`config.mk`:
```
export PLATFORM = sky130hd
export DESIGN_NAME = ps2_keyboard_decoder_flat
export DESIGN_NICKNAME = d
export VERILOG_FILES = /design/src/rtl/ps2_keyboard_decoder_pkg.sv /design/src/rtl/ps2_keyboard_decoder_if.sv /design/src/rtl/ps2_rx_frame.sv /design/src/rtl/ps2_keyboard_decoder.sv /design/src/flat_wrapper.sv
export SDC_FILE = /design/constraint.sdc
export NUM_CORES = 1
export LEC_CHECK = 0
export CORE_UTILIZATION = 56
export CTS_CLUSTER_SIZE = 28
export DETAILED_ROUTE_END_ITERATION = 10
export HOLD_SLACK_MARGIN = 0.1
export PLACE_DENSITY = 0.77
export SYNTH_ARGS = -nofsm -noshare
export SYNTH_HDL_FRONTEND = slang
export SYNTH_SLANG_ARGS = --single-unit
export TNS_END_PERCENT = 1
```
`constraint.sdc`:
```
create_clock -name clock -period 1.7 [get_ports clock]
set_input_delay 0.425 -clock clock [delete_from_list [all_inputs] [get_ports clock]]
set_output_delay 0.425 -clock clock [all_outputs]
set_load 0.02 [all_outputs]
```
`src/rtl/ps2_keyboard_decoder_pkg.sv`:
```
`default_nettype none
// ============================================================================
// ps2_keyboard_decoder_pkg : scancode set 2 constants, ASCII codes, FSM states
// Revision: 1.0
// ============================================================================
package ps2_keyboard_decoder_pkg;

    localparam logic [7:0] SC_EXT    = 8'hE0;
    localparam logic [7:0] SC_BREAK  = 8'hF0;
    localparam logic [7:0] SC_LSHIFT = 8'h12;
    localparam logic [7:0] SC_RSHIFT = 8'h59;
    localparam logic [7:0] SC_CAPS   = 8'h58;
    localparam logic [7:0] SC_ENTER  = 8'h5A;
    localparam logic [7:0] SC_BKSP   = 8'h66;
    localparam logic [7:0] SC_SPACE  = 8'h29;
    localparam logic [7:0] SC_TAB    = 8'h0D;
    localparam logic [7:0] SC_ESC    = 8'h76;

    localparam logic [7:0] ASC_BS    = 8'h08;
    localparam logic [7:0] ASC_TAB   = 8'h09;
    localparam logic [7:0] ASC_CR    = 8'h0D;
    localparam logic [7:0] ASC_ESC   = 8'h1B;
    localparam logic [7:0] ASC_SPACE = 8'h20;

    localparam logic [1:0] S_IDLE      = 2'd0;
    localparam logic [1:0] S_BREAK     = 2'd1;
    localparam logic [1:0] S_EXT       = 2'd2;
    localparam logic [1:0] S_EXT_BREAK = 2'd3;

    typedef struct packed {
        logic       hit;
        logic [7:0] ascii;
    } lut_t;

endpackage : ps2_keyboard_decoder_pkg
`default_nettype wire

```
`src/rtl/ps2_keyboard_decoder_if.sv`:
```
`default_nettype none
// ============================================================================
// ps2_keyboard_decoder_if : PS/2 pins in, decoded key stream and status out
// Revision: 1.0
// ============================================================================
interface ps2_keyboard_decoder_if;
    logic       ps2_clk;
    logic       ps2_dat;
    logic [7:0] ascii_char;
    logic       key_pressed;
    logic       frame_error;
    logic       shift_active;
    logic       caps_lock;

    modport slave (
        input  ps2_clk, ps2_dat,
        output ascii_char, key_pressed, frame_error, shift_active, caps_lock
    );

    modport master (
        output ps2_clk, ps2_dat,
        input  ascii_char, key_pressed, frame_error, shift_active, caps_lock
    );
endinterface : ps2_keyboard_decoder_if
`default_nettype wire

```
`src/rtl/ps2_rx_frame.sv`:
```
`default_nettype none
// ============================================================================
// ps2_rx_frame : PS/2 pin synchroniser and 11-bit frame receiver with timeout
// Revision: 1.0
// ============================================================================
module ps2_rx_frame #(
    parameter int TIMEOUT_CYCLES = 100000,
    parameter int SYNC_STAGES    = 2
) (
    input  wire logic       clock,
    input  wire logic       resetn,
    input  wire logic       ps2_clk_i,
    input  wire logic       ps2_dat_i,
    output logic [7:0]      rx_byte_o,
    output logic            byte_valid_o,
    output logic            frame_error_o
);

    localparam int TW = (TIMEOUT_CYCLES > 1) ? $clog2(TIMEOUT_CYCLES) : 1;

    logic [SYNC_STAGES-1:0] clk_sync_q;
    logic [SYNC_STAGES-1:0] dat_sync_q;
    logic                   clk_prev_q;
    logic [3:0]             bitcnt_q, bitcnt_d;
    logic [9:0]             shift_q, shift_d;
    logic [TW-1:0]          tmo_q, tmo_d;
    logic [7:0]             byte_q, byte_d;
    logic                   valid_q, valid_d;
    logic                   err_q, err_d;

    logic                   w_fall;
    logic                   w_bit;
    logic [10:0]            w_frame;

    // Synchronisers reset to the idle-high bus level so release never fakes an edge.
    always_ff @(posedge clock or negedge resetn) begin
        if (!resetn) begin
            clk_sync_q <= '1;
            dat_sync_q <= '1;
            clk_prev_q <= 1'b1;
        end else begin
            clk_sync_q <= {clk_sync_q[SYNC_STAGES-2:0], ps2_clk_i};
            dat_sync_q <= {dat_sync_q[SYNC_STAGES-2:0], ps2_dat_i};
            clk_prev_q <= clk_sync_q[SYNC_STAGES-1];
        end
    end

    assign w_fall  = clk_prev_q & ~clk_sync_q[SYNC_STAGES-1];
    assign w_bit   = dat_sync_q[SYNC_STAGES-1];
    assign w_frame = {w_bit, shift_q};

    // w_frame[0] is start, [8:1] data LSB first, [9] parity, [10] stop on the 11th edge.
    always_comb begin
        bitcnt_d = bitcnt_q;
        shift_d  = shift_q;
        tmo_d    = tmo_q;
        byte_d   = byte_q;
        valid_d  = 1'b0;
        err_d    = 1'b0;
        if (w_fall) begin
            tmo_d   = '0;
            shift_d = w_frame[10:1];
            if (bitcnt_q == 4'd10) begin
                bitcnt_d = 4'd0;
                if (!w_frame[0] && w_frame[10] && (^w_frame[9:1])) begin
                    valid_d = 1'b1;
                    byte_d  = w_frame[8:1];
                end else begin
                    err_d = 1'b1;
                end
            end else begin
                bitcnt_d = bitcnt_q + 4'd1;
            end
        end else if (bitcnt_q != 4'd0) begin
            if (tmo_q == TW'(TIMEOUT_CYCLES - 1)) begin
                bitcnt_d = 4'd0;
                tmo_d    = '0;
                err_d    = 1'b1;
            end else begin
                tmo_d = tmo_q + TW'(1);
            end
        end
    end

    always_ff @(posedge clock or negedge resetn) begin
        if (!resetn) begin
            bitcnt_q <= 4'd0;
            shift_q  <= '0;
            tmo_q    <= '0;
            byte_q   <= 8'h00;
            valid_q  <= 1'b0;
            err_q    <= 1'b0;
        end else begin
            bitcnt_q <= bitcnt_d;
            shift_q  <= shift_d;
            tmo_q    <= tmo_d;
            byte_q   <= byte_d;
            valid_q  <= valid_d;
            err_q    <= err_d;
        end
    end

    assign rx_byte_o     = byte_q;
    assign byte_valid_o  = valid_q;
    assign frame_error_o = err_q;

endmodule : ps2_rx_frame
`default_nettype wire

```
`src/rtl/ps2_keyboard_decoder.sv`:
```
`default_nettype none
// ============================================================================
// ps2_keyboard_decoder : PS/2 scancode set 2 to ASCII keystroke decoder
// Revision: 1.0
// ============================================================================
module ps2_keyboard_decoder
    import ps2_keyboard_decoder_pkg::*;
#(
    parameter int TIMEOUT_CYCLES = 100000,
    parameter int SYNC_STAGES    = 2
) (
    input  wire logic                  clock,
    input  wire logic                  resetn,
    ps2_keyboard_decoder_if.slave      kbd
);

    logic [1:0] rst_sync_q;
    logic       w_rst_n;

    logic [7:0] w_rx_byte;
    logic       w_rx_valid;
    logic       w_rx_err;

    logic [1:0] state_q, state_d;
    logic       lshift_q, lshift_d;
    logic       rshift_q, rshift_d;
    logic       caps_held_q, caps_held_d;
    logic       caps_lock_q, caps_lock_d;
    logic       shift_active_q;
    logic       key_pressed_q;
    logic [7:0] ascii_q;
    logic       w_emit;
    logic [7:0] w_ascii;
    lut_t       w_lut;

    // Assert asynchronously, release two clocks later.
    always_ff @(posedge clock or negedge resetn) begin
        if (!resetn) rst_sync_q <= 2'b00;
        else         rst_sync_q <= {rst_sync_q[0], 1'b1};
    end
    assign w_rst_n = rst_sync_q[1];

    ps2_rx_frame #(
        .TIMEOUT_CYCLES (TIMEOUT_CYCLES),
        .SYNC_STAGES    (SYNC_STAGES)
    ) u_rx (
        .clock         (clock),
        .resetn        (w_rst_n),
        .ps2_clk_i     (kbd.ps2_clk),
        .ps2_dat_i     (kbd.ps2_dat),
        .rx_byte_o     (w_rx_byte),
        .byte_valid_o  (w_rx_valid),
        .frame_error_o (w_rx_err)
    );

    // Letters come out lowercase from the table and are lifted when shift XOR caps.
    function automatic lut_t lookup(input logic [7:0] code, input logic shift, input logic caps);
        lut_t r;
        r.hit   = 1'b1;
        r.ascii = 8'h00;
        case (code)
            8'h1C: r.ascii = 8'h61;  8'h32: r.ascii = 8'h62;  8'h21: r.ascii = 8'h63;
            8'h23: r.ascii = 8'h64;  8'h24: r.ascii = 8'h65;  8'h2B: r.ascii = 8'h66;
            8'h34: r.ascii = 8'h67;  8'h33: r.ascii = 8'h68;  8'h43: r.ascii = 8'h69;
            8'h3B: r.ascii = 8'h6A;  8'h42: r.ascii = 8'h6B;  8'h4B: r.ascii = 8'h6C;
            8'h3A: r.ascii = 8'h6D;  8'h31: r.ascii = 8'h6E;  8'h44: r.ascii = 8'h6F;
            8'h4D: r.ascii = 8'h70;  8'h15: r.ascii = 8'h71;  8'h2D: r.ascii = 8'h72;
            8'h1B: r.ascii = 8'h73;  8'h2C: r.ascii = 8'h74;  8'h3C: r.ascii = 8'h75;
            8'h2A: r.ascii = 8'h76;  8'h1D: r.ascii = 8'h77;  8'h22: r.ascii = 8'h78;
            8'h35: r.ascii = 8'h79;  8'h1A: r.ascii = 8'h7A;
            8'h16: r.ascii = shift ? 8'h21 : 8'h31;
            8'h1E: r.ascii = shift ? 8'h40 : 8'h32;
            8'h26: r.ascii = shift ? 8'h23 : 8'h33;
            8'h25: r.ascii = shift ? 8'h24 : 8'h34;
            8'h2E: r.ascii = shift ? 8'h25 : 8'h35;
            8'h36: r.ascii = shift ? 8'h5E : 8'h36;
            8'h3D: r.ascii = shift ? 8'h26 : 8'h37;
            8'h3E: r.ascii = shift ? 8'h2A : 8'h38;
            8'h46: r.ascii = shift ? 8'h28 : 8'h39;
            8'h45: r.ascii = shift ? 8'h29 : 8'h30;
            8'h0E: r.ascii = shift ? 8'h7E : 8'h60;
            8'h4E: r.ascii = shift ? 8'h5F : 8'h2D;
            8'h55: r.ascii = shift ? 8'h2B : 8'h3D;
            8'h54: r.ascii = shift ? 8'h7B : 8'h5B;
            8'h5B: r.ascii = shift ? 8'h7D : 8'h5D;
            8'h5D: r.ascii = shift ? 8'h7C : 8'h5C;
            8'h4C: r.ascii = shift ? 8'h3A : 8'h3B;
            8'h52: r.ascii = shift ? 8'h22 : 8'h27;
            8'h41: r.ascii = shift ? 8'h3C : 8'h2C;
            8'h49: r.ascii = shift ? 8'h3E : 8'h2E;
            8'h4A: r.ascii = shift ? 8'h3F : 8'h2F;
            SC_SPACE: r.ascii = ASC_SPACE;
            SC_ENTER: r.ascii = ASC_CR;
            SC_BKSP:  r.ascii = ASC_BS;
            SC_TAB:   r.ascii = ASC_TAB;
            SC_ESC:   r.ascii = ASC_ESC;
            default:  r.hit   = 1'b0;
        endcase
        if ((r.ascii >= 8'h61) && (r.ascii <= 8'h7A) && (shift ^ caps))
            r.ascii = r.ascii - 8'h20;
        return r;
    endfunction

    assign w_lut = lookup(w_rx_byte, shift_active_q, caps_lock_q);

    always_ff @(posedge clock or negedge w_rst_n) begin
        if (!w_rst_n) state_q <= S_IDLE;
        else          state_q <= state_d;
    end

    // A receive error drops any pending E0/F0 prefix.
    always_comb begin
        state_d = state_q;
        if (w_rx_err) begin
            state_d = S_IDLE;
        end else if (w_rx_valid) begin
            case (state_q)
                S_IDLE: begin
                    if (w_rx_byte == SC_EXT)        state_d = S_EXT;
                    else if (w_rx_byte == SC_BREAK) state_d = S_BREAK;
                end
                S_EXT:   state_d = (w_rx_byte == SC_BREAK) ? S_EXT_BREAK : S_IDLE;
                default: state_d = S_IDLE;
            endcase
        end
    end

    always_comb begin
        w_emit      = 1'b0;
        w_ascii     = 8'h00;
        lshift_d    = lshift_q;
        rshift_d    = rshift_q;
        caps_held_d = caps_held_q;
        caps_lock_d = caps_lock_q;
        if (w_rx_valid) begin
            case (state_q)
                S_IDLE: begin
                    case (w_rx_byte)
                        SC_EXT, SC_BREAK: ;
                        SC_LSHIFT: lshift_d = 1'b1;
                        SC_RSHIFT: rshift_d = 1'b1;
                        SC_CAPS: begin
                            if (!caps_held_q) begin
                                caps_lock_d = ~caps_lock_q;
                                caps_held_d = 1'b1;
                            end
                        end
                        8'hAA, 8'hFA, 8'hFE, 8'hEE, 8'h00, 8'hFF: ;
                        default: begin
                            w_emit  = w_lut.hit;
                            w_ascii = w_lut.ascii;
                        end
                    endcase
                end
                S_BREAK: begin
                    case (w_rx_byte)
                        SC_LSHIFT: lshift_d    = 1'b0;
                        SC_RSHIFT: rshift_d    = 1'b0;
                        SC_CAPS:   caps_held_d = 1'b0;
                        default: ;
                    endcase
                end
                S_EXT: begin
                    if (w_rx_byte == SC_ENTER) begin
                        w_emit  = 1'b1;
                        w_ascii = ASC_CR;
                    end
                end
                default: ;
            endcase
        end
    end

    always_ff @(posedge clock or negedge w_rst_n) begin
        if (!w_rst_n) begin
            lshift_q       <= 1'b0;
            rshift_q       <= 1'b0;
            caps_held_q    <= 1'b0;
            caps_lock_q    <= 1'b0;
            shift_active_q <= 1'b0;
            key_pressed_q  <= 1'b0;
            ascii_q        <= 8'h00;
        end else begin
            lshift_q       <= lshift_d;
            rshift_q       <= rshift_d;
            caps_held_q    <= caps_held_d;
            caps_lock_q    <= caps_lock_d;
            shift_active_q <= lshift_d | rshift_d;
            key_pressed_q  <= w_emit;
            if (w_emit) ascii_q <= w_ascii;
        end
    end

    assign kbd.ascii_char   = ascii_q;
    assign kbd.key_pressed  = key_pressed_q;
    assign kbd.frame_error  = w_rx_err;
    assign kbd.shift_active = shift_active_q;
    assign kbd.caps_lock    = caps_lock_q;

endmodule : ps2_keyboard_decoder
`default_nettype wire
```
`src/flat_wrapper.sv`:
```
// flat-port wrapper written by rule: the top's interface ports become plain ports
module ps2_keyboard_decoder_flat import ps2_keyboard_decoder_pkg::*;
#(
    parameter int TIMEOUT_CYCLES = 100000,
    parameter int SYNC_STAGES    = 2
)
  (clock, resetn, kbd_ps2_clk, kbd_ps2_dat, kbd_ascii_char, kbd_key_pressed, kbd_frame_error, kbd_shift_active, kbd_caps_lock);
  ps2_keyboard_decoder_if kbd_i ();
  input  wire logic clock;
  input  wire logic resetn;
  input wire logic [$bits(kbd_i.ps2_clk)-1:0] kbd_ps2_clk;
  input wire logic [$bits(kbd_i.ps2_dat)-1:0] kbd_ps2_dat;
  output wire logic [$bits(kbd_i.ascii_char)-1:0] kbd_ascii_char;
  output wire logic [$bits(kbd_i.key_pressed)-1:0] kbd_key_pressed;
  output wire logic [$bits(kbd_i.frame_error)-1:0] kbd_frame_error;
  output wire logic [$bits(kbd_i.shift_active)-1:0] kbd_shift_active;
  output wire logic [$bits(kbd_i.caps_lock)-1:0] kbd_caps_lock;
  assign kbd_i.ps2_clk = kbd_ps2_clk;
  assign kbd_i.ps2_dat = kbd_ps2_dat;
  assign kbd_ascii_char = kbd_i.ascii_char;
  assign kbd_key_pressed = kbd_i.key_pressed;
  assign kbd_frame_error = kbd_i.frame_error;
  assign kbd_shift_active = kbd_i.shift_active;
  assign kbd_caps_lock = kbd_i.caps_lock;
  ps2_keyboard_decoder #(.TIMEOUT_CYCLES(TIMEOUT_CYCLES), .SYNC_STAGES(SYNC_STAGES)) u_core (.clock(clock), .resetn(resetn), .kbd(kbd_i));
endmodule
```
Fig. 1: run 1, close-up of the layout
Region (58, 58) to (78, 78) microns. Cells in grey, sequential cells in the stronger grey; small squares are vias.
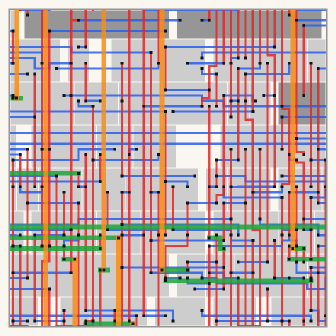
Blue shows M1. Orange shows M4. Green shows M3. Red shows M2.
Sequential cells in the window: 2. 39 logic cells have their middle in the window. Most frequent: buf_4 (9), nor2_1 (3). Netlist names of flops here include u_core.kbd.ascii_char (1), u_core.kbd.shift_active (1).

Fig. 2: run 1, cell sizes after repair
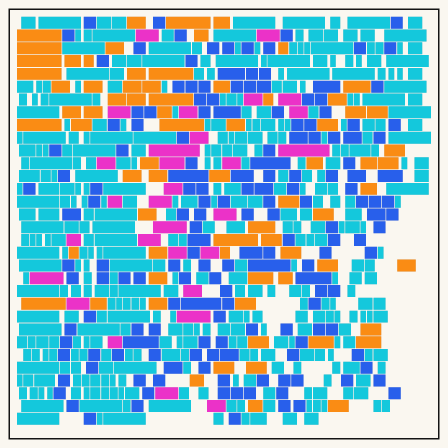
Orange shows x2, cells 72, most used mux2_2. Cyan shows x1 and smaller, cells 386, most used dfrtp_1. Blue shows x3 and x4, cells 167, most used buf_4. Magenta shows x6 and larger, cells 29, most used buf_6.
area of all placed cells without fillers: 6290 sq um
non-clock buffer total of the final layout: 174
post-synthesis to final-layout area growth: 41.4%

Fig. 3: run 1, placement density heat map
The die is cut into 9 by 9 equal tiles; white is low, dark blue is high, 0 to 100% covered.
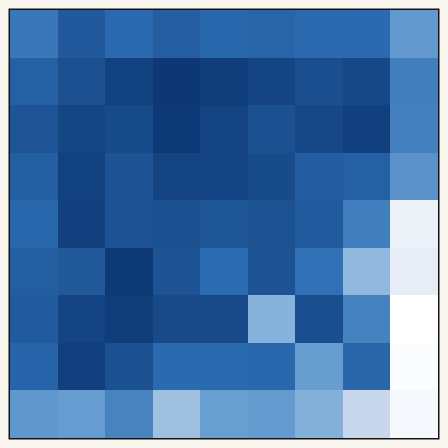
The mean over all tiles is 74%. 70% of the tiles are over 75% full. The fullest tile reaches 97%. The emptiest ninth of the die: south-east. 2.5% of the tiles are nearly empty.
core outline area: 7690 sq um
final core occ: 0.818
share of the core filled by cells before placement: 0.579

==> summary.txt, run 1 <==
violations in the final reports -> design-rule violations, negative setup slack
outcome -> complete, but fails checks
register share after synthesis -> 0.361
ordered list of cells on the worst path -> buf_6 -> buf_4 -> nor4b_1 -> o21ai_1 -> o211ai_2 -> buf_4 -> nor4_4 -> and3_4 -> ha_1 -> o32ai_2 -> a211o_1
number of design rule violations left after detail routing -> 1
length of routed met3 wiring -> 1480 microns
Signal buf overhead -> 0.225
post-layout worst setup margin -> -1.09 ns
slack of the worst reg-to-reg path -> -1.09 ns
largest power group -> registers
overall routed net length -> 17800 microns
total of endpoints with negative setup slack in the final report -> 47
main logic family after synthesis -> simple AND/OR/NAND/NOR gates
Netlist Area Pre-Place -> 4450 sq um
part of the total power dissipated in combinational logic -> 0.347
slew of the pin with the lowest slew margin -> 0.643 ns
Slowest Stage Delay on Critical Path -> 0.43 ns
worst setup path end -> u_core.kbd.ascii_char[6]$_DFFE_PN0P_
hold-fix buffer count after cts -> 0
Critical Path Source -> u_core.u_rx.rx_byte_o[2]$_DFFE_PN0P_
number of cells on the worst reg-to-reg path -> 11
highest net fanout along the worst path -> 15
commonest cells in the synthesized netlist -> 59 x sky130_fd_sc_hd__dfrtp_1, 50 x sky130_fd_sc_hd__nand2_1, 44 x sky130_fd_sc_hd__o21ai_0, 29 x sky130_fd_sc_hd__nor2_1
==> inputs of run 2 (changes only) <==
--- a/config.mk
+++ b/config.mk
@@ -10,6 +10,7 @@
 export DETAILED_ROUTE_END_ITERATION = 10
 export HOLD_SLACK_MARGIN = 0.1
 export PLACE_DENSITY = 0.77
+export SLEW_MARGIN = 30
 export SYNTH_ARGS = -nofsm -noshare
 export SYNTH_HDL_FRONTEND = slang
 export SYNTH_SLANG_ARGS = --single-unit
Fig. 4: run 2, cell placement
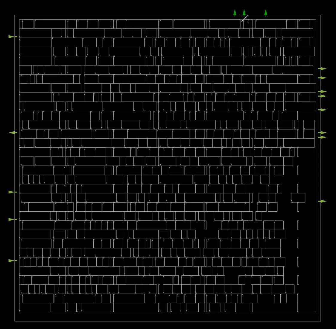
final non-filler cell total: 756
register fraction of the total cell area: 0.257
Seq Cell Count: 64
Tap Count: 102

==> summary.txt, run 2 <==
commonest cells in the synthesized netlist -> 59 x sky130_fd_sc_hd__dfrtp_1, 50 x sky130_fd_sc_hd__nand2_1, 44 x sky130_fd_sc_hd__o21ai_0, 29 x sky130_fd_sc_hd__nor2_1
violations in the final reports -> design-rule violations, negative setup slack
number of cells on the worst reg-to-reg path -> 11 (unchanged)
total of endpoints with negative setup slack in the final report -> 47 (unchanged)
largest power group -> registers
hold-fix buffer count after cts -> 0 (unchanged)
part of the total power dissipated in combinational logic -> 0.347 (about the same)
post-layout worst setup margin -> -1.09 ns (unchanged)
ordered list of cells on the worst path -> buf_6 -> buf_4 -> nor4b_1 -> o21ai_1 -> o211ai_2 -> buf_4 -> nor4_4 -> and3_4 -> ha_1 -> o32ai_2 -> a211o_1
Slowest Stage Delay on Critical Path -> 0.43 ns (about the same)
number of design rule violations left after detail routing -> 1 (unchanged)
final core occ -> 0.818 (unchanged)
outcome -> complete, but fails checks
share of the core filled by cells before placement -> 0.579 (unchanged)
non-clock buffer total of the final layout -> 174 (unchanged)
post-synthesis to final-layout area growth -> 41.4% (unchanged)
Signal buf overhead -> 0.225 (unchanged)
worst setup path end -> u_core.kbd.ascii_char[6]$_DFFE_PN0P_
Netlist Area Pre-Place -> 4450 sq um (unchanged)
area of all placed cells without fillers -> 6290 sq um (unchanged)
main logic family after synthesis -> simple AND/OR/NAND/NOR gates
Fig. 5: run 2, I/O pins on the die edge
Scale bar: 20 microns. Pins as bars across the die edge, other pins in grey.
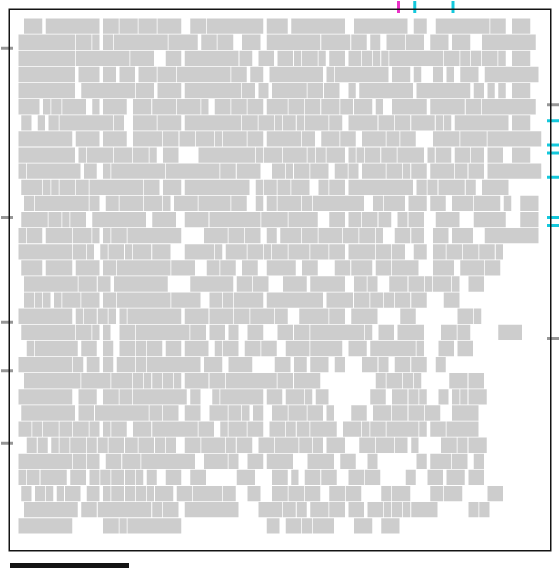
Cyan shows kbd_ascii_char, pins 8, direction output, edge 6 east, 2 north. Magenta shows kbd_caps_lock, pins 1, direction output, edge north.
All pins by edge: 8 east, 5 west, 3 north.
overall die height: 91.1 microns
IO Port Bufs: 15
Die Wd: 91.1 microns

Power figures rest on the tool's default switching activity, not on a simulated workload.
